**src/rtl/calc_pkg.sv**
```systemverilog
// Shared definitions for the keypad calculator controller: key codes,
// controller states and key classification helpers.
package calc_pkg;

    localparam logic [3:0] KEY_EQ  = 4'hA;
    localparam logic [3:0] KEY_AC  = 4'hB;
    localparam logic [3:0] KEY_ADD = 4'hC;
    localparam logic [3:0] KEY_SUB = 4'hD;
    localparam logic [3:0] KEY_MUL = 4'hE;
    localparam logic [3:0] KEY_DIV = 4'hF;

    typedef enum logic [2:0] {
        ENTER_A,
        ENTER_B,
        EXEC,
        SHOW_RES,
        ERROR
    } calc_state_e;

    function automatic logic is_digit(input logic [3:0] k);
        return k <= 4'd9;
    endfunction

    function automatic logic is_op(input logic [3:0] k);
        return k inside {KEY_ADD, KEY_SUB, KEY_MUL, KEY_DIV};
    endfunction

endpackage

```
**src/rtl/calc_digit_accum.sv**
```systemverilog
// Decimal digit accumulator: computes acc*10+digit and decides whether the
// digit may be appended (digit-count limit and W-bit overflow).
module calc_digit_accum #(
    parameter int W          = 16,
    parameter int MAX_DIGITS = 4,
    parameter int CW         = $clog2(MAX_DIGITS + 1)
) (
    input  logic [W-1:0]  acc,
    input  logic [CW-1:0] cnt,
    input  logic [3:0]    digit,
    output logic [W-1:0]  acc_next,
    output logic [CW-1:0] cnt_next,
    output logic          accept
);

    logic [W+3:0] wide;

    // acc*10 as (acc<<3)+(acc<<1); four guard bits always hold the full product
    always_comb begin
        wide     = ({4'd0, acc} << 3) + ({4'd0, acc} << 1) + {{W{1'b0}}, digit};
        accept   = (cnt < CW'(MAX_DIGITS)) && (wide[W+3:W] == 4'd0);
        acc_next = accept ? wide[W-1:0] : acc;
        cnt_next = accept ? cnt + CW'(1) : cnt;
    end

endmodule

```
**src/rtl/calc_ctrl_fsm.sv**
```systemverilog
// Keypad-to-ALU calculator controller: operand entry, ALU start/done
// handshake with timeout, chained operations, repeat-equals and error state.
module calc_ctrl_fsm
    import calc_pkg::*;
#(
    parameter int W          = 16,
    parameter int MAX_DIGITS = 4,
    parameter int TIMEOUT    = 255
) (
    input  logic         clk,
    input  logic         rst_n,
    input  logic         key_valid,
    input  logic [3:0]   key_code,
    output logic [W-1:0] alu_a,
    output logic [W-1:0] alu_b,
    output logic [3:0]   alu_op,
    output logic         alu_start,
    input  logic         alu_done,
    input  logic [W-1:0] alu_result,
    input  logic         alu_err,
    output logic [W-1:0] display,
    output logic         err,
    output logic         busy
);

    localparam int CW = $clog2(MAX_DIGITS + 1);
    localparam int TW = $clog2(TIMEOUT + 1);

    calc_state_e   state, state_nxt;
    logic [W-1:0]  a, a_nxt;
    logic [W-1:0]  b, b_nxt;
    logic [W-1:0]  res, res_nxt;
    logic [W-1:0]  disp_q, disp_nxt;
    logic [CW-1:0] a_cnt, a_cnt_nxt;
    logic [CW-1:0] b_cnt, b_cnt_nxt;
    logic [3:0]    op, op_nxt;
    logic [3:0]    pend_op, pend_op_nxt;
    logic          chain, chain_nxt;
    logic          start_q, start_nxt;
    logic [TW-1:0] timer, timer_nxt;

    logic [W-1:0]  acc_in, acc_out;
    logic [CW-1:0] cnt_in, cnt_out;
    logic          accept;

    assign acc_in = (state == ENTER_B) ? b : a;
    assign cnt_in = (state == ENTER_B) ? b_cnt : a_cnt;

    calc_digit_accum #(
        .W          (W),
        .MAX_DIGITS (MAX_DIGITS),
        .CW         (CW)
    ) u_accum (
        .acc      (acc_in),
        .cnt      (cnt_in),
        .digit    (key_code),
        .acc_next (acc_out),
        .cnt_next (cnt_out),
        .accept   (accept)
    );

    assign alu_a     = a;
    assign alu_b     = b;
    assign alu_op    = op;
    assign alu_start = start_q;
    assign display   = disp_q;
    assign err       = (state == ERROR);
    assign busy      = (state == EXEC);

    // State and datapath registers; everything returns to idle values on reset
    always_ff @(posedge clk or negedge rst_n) begin
        if (!rst_n) begin
            state   <= ENTER_A;
            a       <= '0;
            b       <= '0;
            res     <= '0;
            disp_q  <= '0;
            a_cnt   <= '0;
            b_cnt   <= '0;
            op      <= KEY_ADD;
            pend_op <= KEY_ADD;
            chain   <= 1'b0;
            start_q <= 1'b0;
            timer   <= '0;
        end else begin
            state   <= state_nxt;
            a       <= a_nxt;
            b       <= b_nxt;
            res     <= res_nxt;
            disp_q  <= disp_nxt;
            a_cnt   <= a_cnt_nxt;
            b_cnt   <= b_cnt_nxt;
            op      <= op_nxt;
            pend_op <= pend_op_nxt;
            chain   <= chain_nxt;
            start_q <= start_nxt;
            timer   <= timer_nxt;
        end
    end

    // Next-state, operand and display logic; entering EXEC arms the start pulse and timer
    always_comb begin
        state_nxt   = state;
        a_nxt       = a;
        b_nxt       = b;
        res_nxt     = res;
        a_cnt_nxt   = a_cnt;
        b_cnt_nxt   = b_cnt;
        op_nxt      = op;
        pend_op_nxt = pend_op;
        chain_nxt   = chain;
        start_nxt   = 1'b0;
        timer_nxt   = timer;
        disp_nxt    = disp_q;

        case (state)
            ENTER_A: begin
                if (key_valid) begin
                    if (is_digit(key_code)) begin
                        if (accept) begin
                            a_nxt     = acc_out;
                            a_cnt_nxt = cnt_out;
                        end
                    end else if (is_op(key_code)) begin
                        op_nxt    = key_code;
                        b_nxt     = '0;
                        b_cnt_nxt = '0;
                        state_nxt = ENTER_B;
                    end else if (key_code == KEY_AC) begin
                        a_nxt     = '0;
                        a_cnt_nxt = '0;
                    end
                end
            end

            ENTER_B: begin
                if (key_valid) begin
                    if (is_digit(key_code)) begin
                        if (accept) begin
                            b_nxt     = acc_out;
                            b_cnt_nxt = cnt_out;
                        end
                    end else if (is_op(key_code)) begin
                        if (b_cnt == '0) begin
                            op_nxt = key_code;
                        end else begin
                            chain_nxt   = 1'b1;
                            pend_op_nxt = key_code;
                            state_nxt   = EXEC;
                            start_nxt   = 1'b1;
                            timer_nxt   = '0;
                        end
                    end else if (key_code == KEY_EQ) begin
                        chain_nxt = 1'b0;
                        if (b_cnt == '0) begin
                            b_nxt = '0;
                        end
                        state_nxt = EXEC;
                        start_nxt = 1'b1;
                        timer_nxt = '0;
                    end else begin
                        if (b_cnt != '0) begin
                            b_nxt     = '0;
                            b_cnt_nxt = '0;
                        end else begin
                            a_nxt     = '0;
                            b_nxt     = '0;
                            a_cnt_nxt = '0;
                            b_cnt_nxt = '0;
                            state_nxt = ENTER_A;
                        end
                    end
                end
            end

            EXEC: begin
                if (alu_done) begin
                    if (alu_err) begin
                        state_nxt = ERROR;
                    end else if (chain) begin
                        a_nxt     = alu_result;
                        op_nxt    = pend_op;
                        b_nxt     = '0;
                        b_cnt_nxt = '0;
                        state_nxt = ENTER_B;
                    end else begin
                        res_nxt   = alu_result;
                        state_nxt = SHOW_RES;
                    end
                end else if (timer == TW'(TIMEOUT - 1)) begin
                    state_nxt = ERROR;
                end else begin
                    timer_nxt = timer + TW'(1);
                end
            end

            SHOW_RES: begin
                if (key_valid) begin
                    if (is_digit(key_code)) begin
                        a_nxt     = W'(key_code);
                        a_cnt_nxt = CW'(1);
                        state_nxt = ENTER_A;
                    end else if (is_op(key_code)) begin
                        a_nxt     = res;
                        op_nxt    = key_code;
                        b_nxt     = '0;
                        b_cnt_nxt = '0;
                        state_nxt = ENTER_B;
                    end else if (key_code == KEY_EQ) begin
                        a_nxt     = res;
                        chain_nxt = 1'b0;
                        state_nxt = EXEC;
                        start_nxt = 1'b1;
                        timer_nxt = '0;
                    end else begin
                        a_nxt     = '0;
                        b_nxt     = '0;
                        a_cnt_nxt = '0;
                        b_cnt_nxt = '0;
                        state_nxt = ENTER_A;
                    end
                end
            end

            ERROR: begin
                if (key_valid && key_code == KEY_AC) begin
                    a_nxt     = '0;
                    b_nxt     = '0;
                    a_cnt_nxt = '0;
                    b_cnt_nxt = '0;
                    state_nxt = ENTER_A;
                end
            end

            default: begin
                state_nxt = ENTER_A;
            end
        endcase

        case (state_nxt)
            ENTER_A:  disp_nxt = a_nxt;
            ENTER_B:  disp_nxt = (b_cnt_nxt != '0) ? b_nxt : a_nxt;
            SHOW_RES: disp_nxt = res_nxt;
            ERROR:    disp_nxt = '0;
            default:  disp_nxt = disp_q;
        endcase
    end

endmodule

```
**config.mk**
```make
export PLATFORM = sky130hd
export DESIGN_NAME = calc_ctrl_fsm
export DESIGN_NICKNAME = d
export VERILOG_FILES = /design/src/rtl/calc_pkg.sv /design/src/rtl/calc_digit_accum.sv /design/src/rtl/calc_ctrl_fsm.sv
export SDC_FILE = /design/constraint.sdc
export NUM_CORES = 1
export LEC_CHECK = 0
export CAP_MARGIN = 20
export CORE_UTILIZATION = 32
export CTS_BUF_LIST = sky130_fd_sc_hd__clkbuf_4 sky130_fd_sc_hd__clkbuf_8
export DETAILED_ROUTE_END_ITERATION = 12
export PLACE_DENSITY_LB_ADDON = 0.15
export SLEW_MARGIN = 10
export SYNTH_ARGS = -nofsm -noshare
export SYNTH_HDL_FRONTEND = slang
export SYNTH_SLANG_ARGS = --single-unit
export TNS_END_PERCENT = 100
```
**constraint.sdc**
```tcl
create_clock -name clk -period 8.5 [get_ports clk]
set_input_delay 0.85 -clock clk [delete_from_list [all_inputs] [get_ports clk]]
set_output_delay 0.85 -clock clk [all_outputs]
set_load 0.01 [all_outputs]
```
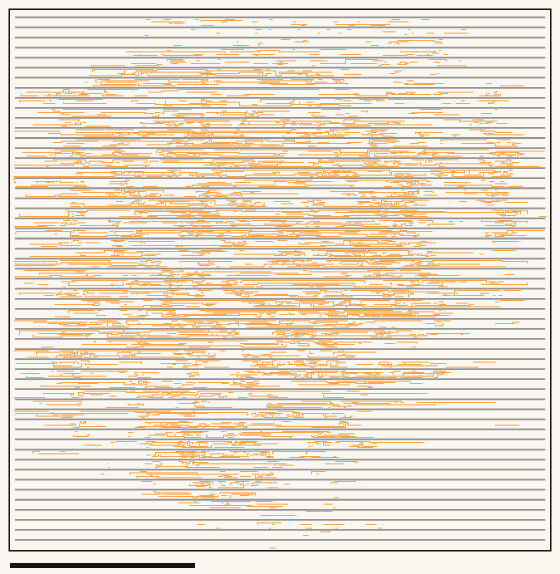
(run_1/m1.png)
Bar = 50 um. Supply wires on this layer in grey.
wire length on this layer	11300 um
longest straight run	44.6 um
share of all routed wire	44%
main direction	horizontal
nets with wire on the layer	842

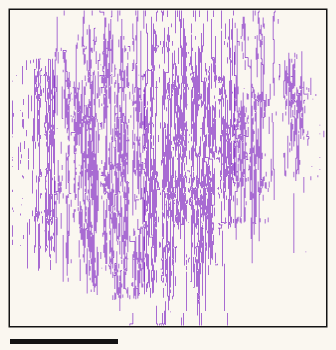
(run_1/m2.png)
Bar = 50 um.
share of all routed wire	48%
nets with wire on the layer	760
main direction	vertical
DRT Wirelength: 25820 um
DR vias: 6824
met2 usage: 39.83%

==> out/metrics.cfg, run 1 <==
[die]
dieHeight_um=146.2
dieArea_sq_mm=0.02137
core_util_floorplan_pct=32.77
io_pins=80
core_area_sq_mm=0.02030
fp-row-count=52
fp.dieW_um=146.2

[final_layout]
area_growth_pct=18.96
layout.cells.most_common_list=nand2_1 (125), dfrtp_1 (87), clkdlybuf4s50_1 (78), a21oi_1 (66), o21ai_0 (49)
diodes=0
drive_above_1_share_pct=8.481
layout.nets=905
layout_top_cell=nand2_1
finalNonFillerCells=1119
fillerInstances=2102

[timing]
setup_viol=0
drv_slew=0
rsz0062_at_grt=false
finalCritPeriodShare_pct=72.80
fin_tns_setup_ns=0
finalClockSkew_ns=0.01989
relSlewSlack_pct=28.92
finalHoldViolCount=0
fmax_mhz=161.6
holdWs_ns=0.4171
setup_ws_ns=2.312
worstMarginPinSlew_ns=1.066
min_period_ns=6.188

[yosys]
edf_count=0
syn_area_per_cell_sq_um=8.484
synth_chip_area_sq_mm=0.006651
ys_warn_count=0
synthDistinctLibCells=74
ys_cells=784
synth-async-reset-ratio_pct=100.0
syn_inst=784
ff_type=dfrtp_1
ys_ff=91
synth_seq_share_pct=34.31
synth_area_sq_mm=0.006651
synthesis.nets=845

[detailed_routing]
drcViolationCount=0
ant_nets=0
drtIter0Drc=565
viasPerCell=6.098
wl_per_cell_um=23.07
first_pass_iters=5

[critical_path]
slowest_stage=dfrtp_1
startpoint_type=flop
cp.arrival_ns=6.47
crit_top_cell=nand2_1
worstPathBufferInverterCount=0
path_max_fanout=16
end_kind=flop
max_stage_delay_ns=0.60
worst-setup-path-type=flop to flop
required_ns=8.78
cp_top_family=AND-OR/OR-AND gates
crit_path_cell_trace=nor2b_1 > nand2_1 > nand2_1 > nand2_1 > ha_1 > ha_1 > fa_1 > a211oi_1 > o211ai_1 > a21oi_1 > o21ai_0 > xnor2_1 > nor2_2 > a221o_1 > o31a_1 > a222oi_1 > a21bo_1

[placement]
globalplace.congestion=0.9064
port_buffers=79
dp_slack_ns=2.421
dp.cells=1103
dpl.hpwl_um=18440

[run]
maxCapViolCount=0
tool_warnings=27

[grt]
first_global_vias=6521
antenna_found_initial=0
gr-total-overflow=0
grt_max_degree=53
grt_pass1_wl_um=38960
grt_usage_pct=24.12

[power_and_ir_drop]
ir_drop_mv=0.1352
leakagePower_nw=3.471
power.density_mw_per_mm2=379.6

[clocking]
ctsRootBufferMaster=clkbuf_8
ctsHoldBuffers=0
cts_setup_buffers=0
cts_resized=0
htree_levels=3
clkSlewWorstSetupHoldPaths_ns=0.10
cts_sinks=91
clock_latency_ns=0.40
cts_tree=yes
cts_made_buffers=9
clockBufferDepth=2

[outcome]
outcome=finished clean

[min_path]
hold_class=primary input to async pin

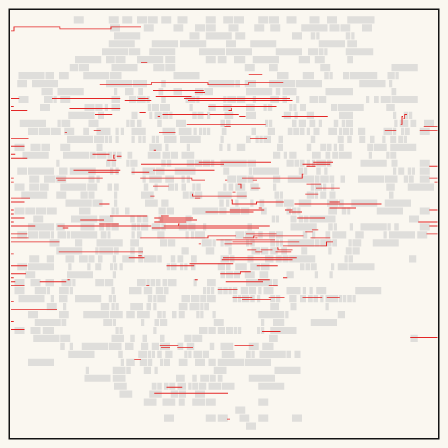
(run_1/m3.png)
share of all routed wire	5.8%
main direction	horizontal
wire length on this layer	1500 um
longest straight run	36.3 um
nets with wire on the layer	129
met3 Use GR: 3.438%

run 1: cells in the mapped netlist (all sizes together) (7+ instances only):
library cell | number | area, sq um
nand2 | 125 | 469.2
dfrtp | 87 | 2177
a21oi | 66 | 330.3
o21ai | 54 | 270.3
nor2 | 42 | 160.2
clkbuf | 35 | 131.4
ha | 34 | 425.4
inv | 30 | 112.6
a221o | 20 | 200.2
mux2 | 18 | 202.7
a22o | 16 | 140.1
o211ai | 16 | 120.1
nand3 | 14 | 75.07
buf | 11 | 55.05
nand2b | 11 | 68.82
nor3 | 11 | 60.06
o2bb2ai | 11 | 96.34
a21o | 10 | 75.07
a31oi | 10 | 62.56
xnor2 | 10 | 87.58
a221oi | 9 | 78.83
and3 | 9 | 56.30
a211oi | 8 | 60.06
mux2i | 8 | 80.08
a222oi | 7 | 70.07
nand4 | 7 | 43.79
or2 | 7 | 43.79
run 1: registers in the layout, indices dropped and copies added, names as in the netlist:
register / flops
a_cnt: 3
display: 16
b_cnt: 3
alu_a: 16
state: 3
chain: 1
alu_b: 16
alu_op: 4
res: 16
alu_start: 1
timer: 8
pend_op: 4
run 1: stage by stage:
step	total power, mW	cell area [sq um]	utilization, %
5_1_grt	3.195	7913	38.98
3_3_place_gp	2.676	7726	38.06
4_1_cts	2.974	7913	38.98
6_report	3.004	7913	38.98
2_1_floorplan	1.952	6651	-
3_5_place_dp	2.661	7726	38.06
run 1: worst register-to-register path: cells and delay by family (launching register included):
kind	cells	cell delay (ns)
xor+xnor	1	0.51
simple gates	5	1.45
compound gates	8	2.51
flops	1	0.60
fa+ha+maj	3	1.01
run 1: final timing paths:
path                            from    endpoint  slack, ns  depth (start not counted)
max                         state[0]  display[2]       2.31                         17
min                            rst_n    a_cnt[2]       0.42                          1
max reg2reg                 state[0]  display[2]       2.31                         17
min reg2reg                alu_op[3]   alu_op[3]       0.49                          2
max in group asynchronous      rst_n    alu_a[5]       6.96                          2
min in group clk           alu_op[3]   alu_op[3]       0.49                          2
run 1: per-layer routing:
layer	up-vias	GRT usage [%]	part of all wire (%)
met5	-	0	0
met4	0	8.750	2.5
met3	39	3.438	5.8
met2	292	39.83	48
met1	3409	32.01	44
li1	3084	-	-
run 1: cells by family (layout without fill, tap and decap cells):
logic type	count (synthesis)	after routing	share of synthesized area, %
muxes	26	26	4.251
adders and majority gates	36	36	6.998
DFF	91	91	34.31
and+or+nand+nor	255	255	17.76
buffers and inverters	76	141	4.496
xor gates and xnor gates	14	14	1.843
AOI/OAI and AO/OA	286	286	30.34
run 1: cell type report:
type                            instances  area, sq um  area share, %
Clock inverter                          2        12.51         0.1581
Multi-Input combinational cell        617         4085          51.63
Clock buffer                           14        173.9          2.198
Timing Repair Buffer                   95        908.4          11.48
Tap cell                              270        337.8          4.269
Inverter                               30        112.6          1.423
Sequential cell                        91         2282          28.84
run 1: power breakdown:
part	switching (mW)	leakage [nW]	internal (mW)
Sequential	0.168	1.20	0.596
Combinational	1.22	2.18	0.718
Clock	0.167	0.0969	0.132
==> run_1/m4.png <==
Bar = 50 um. Supply wires on this layer in grey.
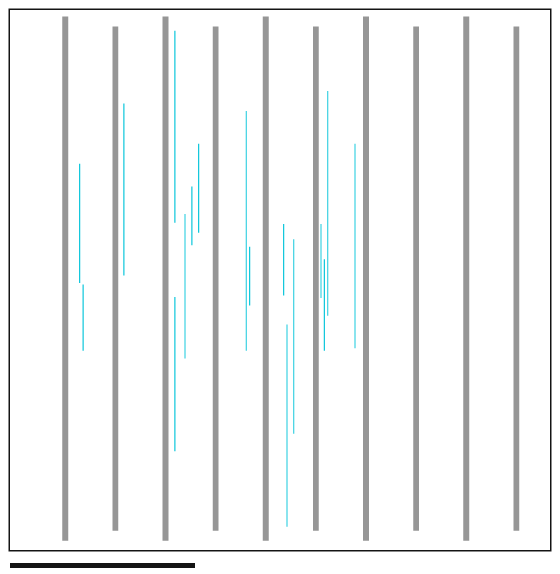

==> run 2: changes to the inputs <==
- clock period: 8.5 -> 6.4 ns (I/O delays scaled with it)
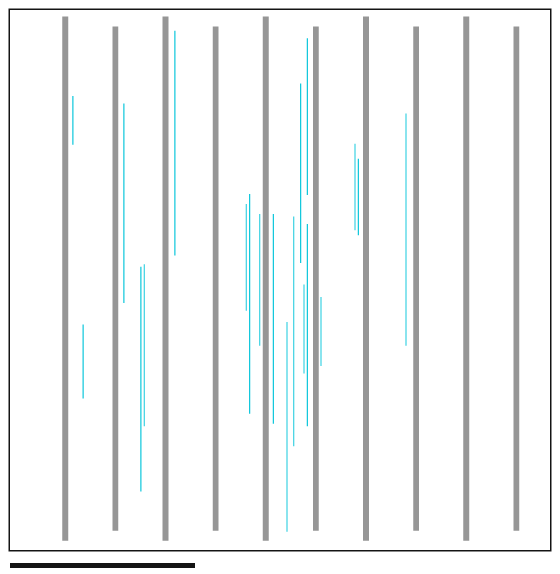
(run_2/m4.png)
Bar = 50 um. Supply wires on this layer in grey.
nets with wire on the layer	18
longest straight run	62.6 um
wire length on this layer	842 um
DR vias: 6693
DRT Wirelength: 25680 um

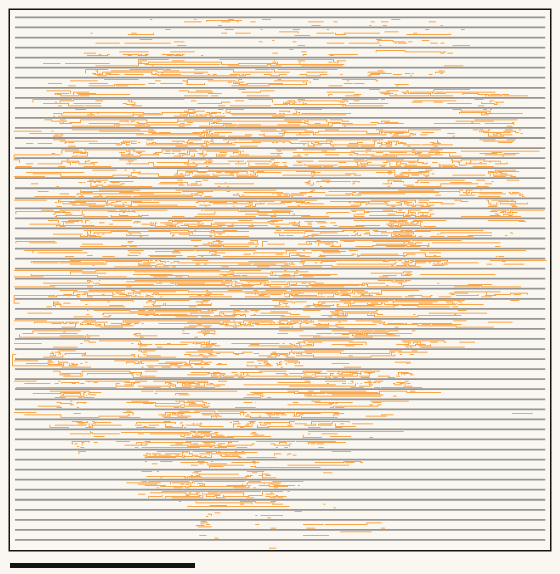
(run_2/m1.png)
Bar = 50 um. Supply wires on this layer in grey.
met1 Use GR: 30.92%

==> out/metrics.cfg, run 2 <==
[yosys]
synthesis.nets=845
syn_area_per_cell_sq_um=8.484
synth_area_sq_mm=0.006651
synth_seq_share_pct=34.31
edf_count=0
ys_ff=91
top_cell_area_share_pct=32.73
synthDistinctLibCells=74
top_area_cell=dfrtp_1
topCellsByArea=dfrtp_1 (33%), nand2_1 (7.1%), ha_1 (6.4%)
ys_cells=784
syn_inst=784
ff_type=dfrtp_1
synth-async-reset-ratio_pct=100.0
synthTopCellsByCount=nand2_1 (125), dfrtp_1 (87), a21oi_1 (66)
yosys.cell_count.top_type=nand2_1
synth_chip_area_sq_mm=0.006651
ys_warn_count=0

[detailed_routing]
drtIter0Drc=642
ant_nets=0
first_pass_iters=7
viasPerCell=5.944
wl_per_cell_um=22.81
drcViolationCount=0

[die]
io_pins=80
fp-row-count=52
core_util_floorplan_pct=32.77
dieHeight_um=146.2
dieArea_sq_mm=0.02137
core_area_sq_mm=0.02030
fp.dieW_um=146.2

[timing]
setup_viol=0
min_period_ns=5.801
drv_slew=0
relSlewSlack_pct=31.52
finalHoldViolCount=0
finalCritPeriodShare_pct=90.64
rsz0062_at_grt=false
finalClockSkew_ns=0.01819
fin_tns_setup_ns=0
fmax_mhz=172.4
worstMarginPinSlew_ns=1.027

[final_layout]
layout.cells.most_common_list=nand2_1 (125), dfrtp_1 (87), clkdlybuf4s50_1 (78), a21oi_1 (66), o21ai_0 (49)
diodes=0
area_growth_pct=19.73
finalNonFillerCells=1126
layout_top_cell=nand2_1
layout.nets=912
fillerInstances=2129
drive_above_1_share_pct=9.346
postLayoutCoreUtil_pct=39.23

[power_and_ir_drop]
switchingPower_mw=2.076
switching_share_pct=51.77
ir_drop_mv=0.1661
power_frac_clock_pct=9.6
leakagePower_nw=3.497
intPower_mw=1.934
p_seq_share_pct=25.0
comb_power_share_pct=65.5
power.density_mw_per_mm2=503.4

[grt]
grt_max_degree=67
first_global_vias=6531
gr-total-overflow=0
antenna_found_initial=0
grt_usage_pct=24.16
grt_pass1_wl_um=38800

[critical_path]
cp_top_family=AND-OR/OR-AND gates
regToRegEndpoint=display[2]
worst-r2r-cell-count=18
max_stage_delay_ns=0.67
startpoint_type=flop
path_max_fanout=14
slowest_stage=dfrtp_1
rr_startpoint=state[1]
crit_path_cell_trace=inv_1 > nand2_1 > nand2_1 > nand2_1 > inv_1 > fa_1 > inv_1 > fa_1 > a211oi_1 > o211ai_1 > a21oi_1 > o21ai_0 > xnor2_1 > nor2_2 > a221o_1 > o31a_1 > a222oi_1 > a21bo_1
end_kind=flop
r2r_slack_ns=0.60
worst-setup-path-type=flop to flop
required_ns=6.68
cp.arrival_ns=6.08
worstPathBufferInverterCount=3

[clocking]
clock_latency_ns=0.40
clkSlewWorstSetupHoldPaths_ns=0.11
htree_levels=3
cts_sinks=91
ctsRootBufferMaster=clkbuf_8
cts_made_buffers=9
cts_setup_buffers=0
clockBufferDepth=2
cts_tree=yes
cts_resized=0
ctsHoldBuffers=0

[placement]
port_buffers=79
dpl.hpwl_um=18530
dp.cells=1110
globalplace.congestion=0.8958

[outcome]
outcome=finished clean

[run]
tool_warnings=27
maxCapViolCount=0

[min_path]
hold_class=primary input to async pin

## run 2: cell counts after synthesis
No cell type changed its count.
## run 2: worst max path at each step
stage	end	cells after the start	startpoint
after CTS	display[2]	18	state[1]
final	display[2]	18	state[1]
after floorplan	display[13]	20	state[2]
after global placement	display[2]	15	key_code[3]
after global routing	display[2]	18	state[1]
after detailed placement	display[2]	15	key_code[3]
## run 2: layer usage
layer,track usage [%],share of wire (%)
met1,30.92,42
met2,39.38,47
met3,5.406,6.9
met4,9.688,3.3
met5,0,0
## run 2: area by class of cell
class / instances / area, sq um / area share [%]
Timing Repair Buffer: 102 / 960.9 / 12.07
Clock inverter: 5 / 37.54 / 0.4713
Sequential cell: 91 / 2282 / 28.66
Inverter: 30 / 112.6 / 1.414
Clock buffer: 11 / 145.1 / 1.822
Tap cell: 270 / 337.8 / 4.242
Multi-Input combinational cell: 617 / 4088 / 51.33
## run 2: cells by family (layout without fill, tap and decap cells)
logic type,after synthesis,after routing,synth area share [%]
flops,91,91,34.31
mux,26,26,4.251
compound gates,286,286,30.34
simple gates,255,255,17.76
buf+inv,76,148,4.496
fa+ha+maj,36,36,6.998
xor+xnor,14,14,1.843
## run 2: metrics by stage
step	setup slack, ns	hold WS [ns]	power (mW)	instance area, sq um
2_1_floorplan	1.289	0.3444	2.592	6651
3_3_place_gp	0.7454	0.4669	3.584	7781
3_5_place_dp	0.6097	0.4711	3.574	7781
4_1_cts	0.7112	0.1370	3.974	7964
5_1_grt	0.2953	0.1474	4.267	7964
6_report	0.5991	0.1385	4.009	7964
## run 2: power by group through the flow
stage / combinational (mW) / clock [mW] / sequential [mW]
after floorplan: 1.61 / 0 / 0.983
after global placement: 2.57 / 0 / 1.01
after detailed placement: 2.57 / 0 / 1.01
after CTS: 2.58 / 0.397 / 0.997
after global routing: 2.82 / 0.419 / 1.03
final: 2.63 / 0.383 / 1.00
Power figures rest on the tool's default switching activity, not on a simulated workload.
